### src/rtl/register_file_scoreboard.sv
// ============================================================================
// Module   : register_file_scoreboard
// Brief    : 2R/1W integer register file with per-register busy scoreboard
//            gating issue on RAW/WAW hazards. Optional same-cycle writeback
//            bypass enabled by defining REGFILE_BYPASS_EN.
// Revision : 1.0 - initial release
// ============================================================================
`default_nettype none

package common;
    localparam int REGISTER_WIDTH = 32;
endpackage : common

module register_file_scoreboard
    import common::*;
#(
    parameter int NUM_REGS   = 32,
    parameter int ADDR_WIDTH = $clog2(NUM_REGS)
) (
    input  logic                      clk,
    input  logic                      reset,
    input  logic [ADDR_WIDTH-1:0]     rs1_addr,
    input  logic [ADDR_WIDTH-1:0]     rs2_addr,
    output logic [REGISTER_WIDTH-1:0] rs1_value,
    output logic [REGISTER_WIDTH-1:0] rs2_value,
    input  logic                      issue_valid,
    input  logic [ADDR_WIDTH-1:0]     issue_rd,
    output logic                      issue_ready,
    input  logic                      wb_valid,
    input  logic [ADDR_WIDTH-1:0]     wb_rd,
    input  logic [REGISTER_WIDTH-1:0] wb_data,
    output logic                      wb_unexpected,
    output logic [ADDR_WIDTH:0]       busy_count
);

    localparam logic [ADDR_WIDTH-1:0] c_zero_addr = '0;

    logic [REGISTER_WIDTH-1:0] r_regs [NUM_REGS];
    logic [NUM_REGS-1:0]       r_busy;
    logic [NUM_REGS-1:0]       w_busy_next;
    logic [ADDR_WIDTH:0]       r_busy_count;
    logic [ADDR_WIDTH:0]       w_busy_count_next;
    logic                      r_wb_unexpected;

    logic                      w_wb_write;
    logic                      w_issue_fire;
    logic                      w_rs1_busy;
    logic                      w_rs2_busy;
    logic                      w_rd_busy;
    logic [REGISTER_WIDTH-1:0] w_rs1_arr;
    logic [REGISTER_WIDTH-1:0] w_rs2_arr;

    assign w_wb_write = wb_valid && (wb_rd != c_zero_addr);

    // ------------------------------------------------------------------------
    // Combinational read ports; x0 is forced to zero regardless of contents.
    // ------------------------------------------------------------------------
    assign w_rs1_arr = (rs1_addr == c_zero_addr) ? '0 : r_regs[rs1_addr];
    assign w_rs2_arr = (rs2_addr == c_zero_addr) ? '0 : r_regs[rs2_addr];

`ifdef REGFILE_BYPASS_EN
    assign rs1_value = (w_wb_write && (wb_rd == rs1_addr)) ? wb_data : w_rs1_arr;
    assign rs2_value = (w_wb_write && (wb_rd == rs2_addr)) ? wb_data : w_rs2_arr;

    // A register being written back this cycle no longer blocks issue.
    assign w_rs1_busy = r_busy[rs1_addr] && (rs1_addr != c_zero_addr)
                        && !(wb_valid && (wb_rd == rs1_addr));
    assign w_rs2_busy = r_busy[rs2_addr] && (rs2_addr != c_zero_addr)
                        && !(wb_valid && (wb_rd == rs2_addr));
    assign w_rd_busy  = r_busy[issue_rd] && (issue_rd != c_zero_addr)
                        && !(wb_valid && (wb_rd == issue_rd));
`else
    assign rs1_value = w_rs1_arr;
    assign rs2_value = w_rs2_arr;

    assign w_rs1_busy = r_busy[rs1_addr] && (rs1_addr != c_zero_addr);
    assign w_rs2_busy = r_busy[rs2_addr] && (rs2_addr != c_zero_addr);
    assign w_rd_busy  = r_busy[issue_rd] && (issue_rd != c_zero_addr);
`endif

    // issue_ready deliberately ignores issue_valid to avoid a comb loop upstream.
    assign issue_ready  = !w_rs1_busy && !w_rs2_busy && !w_rd_busy;
    assign w_issue_fire = issue_valid && issue_ready;

    // ------------------------------------------------------------------------
    // Scoreboard next state: a new claim wins over a same-cycle writeback.
    // ------------------------------------------------------------------------
    assign w_busy_next[0] = 1'b0;

    generate
        for (genvar g_r = 1; g_r < NUM_REGS; g_r++) begin : g_busy
            logic w_set;
            logic w_clr;
            assign w_set = w_issue_fire && (issue_rd == ADDR_WIDTH'(g_r));
            assign w_clr = wb_valid && (wb_rd == ADDR_WIDTH'(g_r));
            assign w_busy_next[g_r] = w_set ? 1'b1 : (w_clr ? 1'b0 : r_busy[g_r]);
        end
    endgenerate

    always_comb begin
        w_busy_count_next = '0;
        for (int i = 0; i < NUM_REGS; i++) begin
            w_busy_count_next = w_busy_count_next + {{ADDR_WIDTH{1'b0}}, w_busy_next[i]};
        end
    end

    // ------------------------------------------------------------------------
    // State registers
    // ------------------------------------------------------------------------
    always_ff @(posedge clk) begin
        if (reset) begin
            for (int i = 0; i < NUM_REGS; i++) begin
                r_regs[i] <= '0;
            end
        end else if (w_wb_write) begin
            r_regs[wb_rd] <= wb_data;
        end
    end

    always_ff @(posedge clk) begin
        if (reset) begin
            r_busy          <= '0;
            r_busy_count    <= '0;
            r_wb_unexpected <= 1'b0;
        end else begin
            r_busy          <= w_busy_next;
            r_busy_count    <= w_busy_count_next;
            r_wb_unexpected <= w_wb_write && !r_busy[wb_rd];
        end
    end

    assign busy_count    = r_busy_count;
    assign wb_unexpected = r_wb_unexpected;

endmodule : register_file_scoreboard

`default_nettype wire

### config.mk
export PLATFORM = sky130hd
export DESIGN_NAME = register_file_scoreboard
export DESIGN_NICKNAME = d
export VERILOG_FILES = /design/src/rtl/register_file_scoreboard.sv
export SDC_FILE = /design/constraint.sdc
export NUM_CORES = 2
export LEC_CHECK = 0
export ABC_CLOCK_PERIOD_IN_PS = 15400
export CAP_MARGIN = 15
export CELL_PAD_IN_SITES_DETAIL_PLACEMENT = 1
export CELL_PAD_IN_SITES_GLOBAL_PLACEMENT = 2
export CORE_ASPECT_RATIO = 0.8
export CORE_UTILIZATION = 35
export DETAILED_ROUTE_END_ITERATION = 7
export PLACE_DENSITY_LB_ADDON = 0.1
export SYNTH_ARGS = -nofsm -noshare
export SYNTH_HDL_FRONTEND = slang
export SYNTH_SLANG_ARGS = --single-unit
### constraint.sdc
create_clock -name clk -period 15.4 [get_ports clk]
set_input_delay 1.54 -clock clk [delete_from_list [all_inputs] [get_ports clk]]
set_output_delay 1.54 -clock clk [all_outputs]
set_load 0.005 [all_outputs]
Fig. 1: routing congestion map
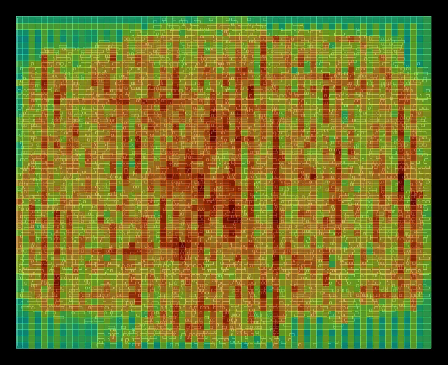
Avg WL per Cell: 37.8 um
final core occ: 0.397
Total Routing Usage GR: 0.288

Fig. 2: clock network drawn from the DEF
(1 px per um)
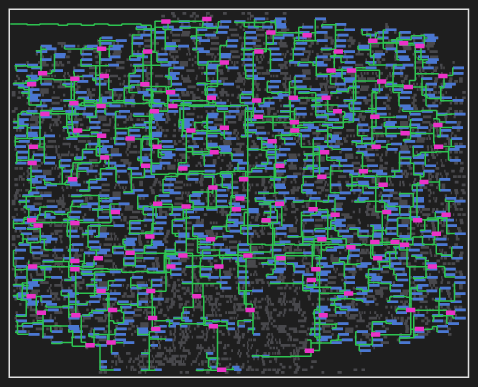
blue -> flip-flops  # count 1062
green -> clock wires  # length 16400 um
magenta -> clock drivers  # count 121
flops lie = all over the die
clk_lat worst skew: 0.79 ns
Clk pwr share: 0.391
clk pwr: 2.79 mW
worst clock skew: 0.0288 ns

==> Changelog: implementation <==
### Changed

- Routed vias: 39000
- Top pwr grp: registers
- Repair and plain buffers: 244
- RSZ-0062 raised after global routing: no
- Cell variety after synth: 61
- Synth Area in XOR/XNOR: 0.000452
- Hold EP: r_busy[24]$_SDFF_PP0_
- FF/Latch Area: 31500 um2
- Cell with the most instances after synthesis: edfxtp_1
- Worst hold path class: flop to flop
- Relative slew slack: 0.126
- Pwr Density: 109 nW/um2
- Synth Register Bits: 1062
- Final setup viols: 0
- Register share after synthesis: 0.542
- Area leader share: 0.529
- Reg power frac: 0.477
- CP most frequent cell: fa_1
- Placed Cells: 6201
- Net Sw Frac: 0.267
- Met2 Usage GRT: 0.472
- LEAKAGE: 22.6 nW
- Met3 wire length: 14900 um
- Most frequent logic cell in the layout: edfxtp_1
- Post-Layout Cell Count: 6430
- CTS Buf Count: 121
- Warning count from the yosys run: 0
- Ao+oa area frac: 0.0621
- Fin crit share: 0.568
- Full die area: 168000 um2
- Routing usage on met3: 0.0405
- VDD IR max: 96.6 uV
- Final hold slack: 0.706 ns
- Post-Syn Area per Cell: 13.9 um2
- Slowest-stage cell, CP: buf_4
- Top cells, area: edfxtp_1, mux4_2, and2_1
- Clock sink count: 1062
- Psw: 1.91 mW
- Fin crit period: 8.74 ns
- MI comb area: 25200 um2
- Outcome: completed
- Final Max Tran Viols: 0
- Nets@finish: 4251
- Placed cell area: 61700 um2
- Yosys synthesis chip area: 58100 um2
- OpenROAD warning count: 27
- HP Start: r_busy[24]$_SDFF_PP0_
- M1 wire length: 105000 um
- MaxCap Viol Count: 0
- Final instance area: 65400 um2
- Post-CTS Setup Bufs: 0
- Met1 usage: 0.399
- Logic pwr share: 0.132
- Final TNS setup: 0 ns
- Logic power comb: 942 uW
- Num tapcells: 2160
- Hold Vio Cnt, Final: 0
- Io pins: 128
- Vias in the first global route: 39800
- Hold depth: 2
- Pwr Total: 7.14 mW
- Core ar.: 165000 um2
- Initial antenna violation count: 34
- Top sig layer: met5
- Seq cells: 1062
- Final Wtd Congestion: 0.869
- Syn Inst Count: 4198
- Max-area cell class: flip-flops and latches
- CP Class: input pin to flop
- Least-Margin Pin Slew: 1.31 ns
- R2R depth: 23
- Number of port buffers: 127
- Starting DRT DRC Count: 4141
- # rows: 133
- R2R setup slack: 8.02 ns
- Max FO, Critical Path: 61
- CTS Hold Buffers Added: 0
- Synth async-reset ratio: 0
- Number of routed nets with antenna violations: 0
- Proportion of layout cells with a drive suffix above 1: 0.181
- P_seq: 3.40 mW
- Post-CTS Resized: 0
- Dpl ws: 5.73 ns
- Via/cell ratio: 6.07
- Main flop type after synthesis: edfxtp_1
- DRC Markers: 0
- Clock Tree Buf Depth: 3
- Number of flip-flops in the largest register: 1024
- Metal2 WL: 116000 um
- Clk tree area frac: 0.0558
- First drt pass iteration count: 6
Fig. 3: wire density map
23 x 18 tiles, from white (low) to dark blue (high), scaled to the fullest tile. Values are wire area over tile area, all layers added.
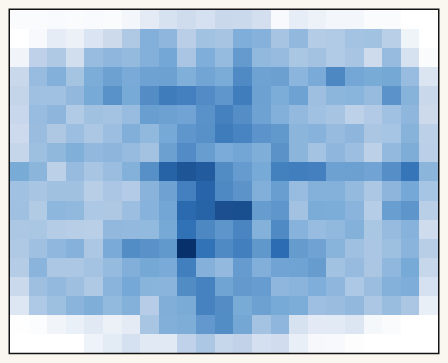
mean over tiles = 0.23
nearly empty tiles = 3.9%
tiles over half the peak = 26%

## worst max path at each step
stage	startpoint	to	slack, ns	depth (start not counted)
floorplan	rs1_addr[1]	busy_count[4]$_SDFF_PP0_	7.42	24
global placement	rs1_addr[0]	busy_count[4]$_SDFF_PP0_	5.69	25
detailed placement	rs1_addr[0]	busy_count[4]$_SDFF_PP0_	5.73	25
CTS	rs1_addr[0]	busy_count[4]$_SDFF_PP0_	6.48	25
global route	rs1_addr[0]	busy_count[4]$_SDFF_PP0_	6.15	25
finish	rs1_addr[0]	busy_count[4]$_SDFF_PP0_	6.66	25
## worst max-delay path, delay by kind of cell
family / cells / cell delay, ns
and+or+nand+nor: 4 / 0.82
AOI/OAI and AO/OA: 5 / 1.25
adders and majority gates: 8 / 3.92
xor gates and xnor gates: 1 / 0.15
buffers and inverters: 7 / 1.59
No activity file was given, so power comes from the tool's default toggle rates.
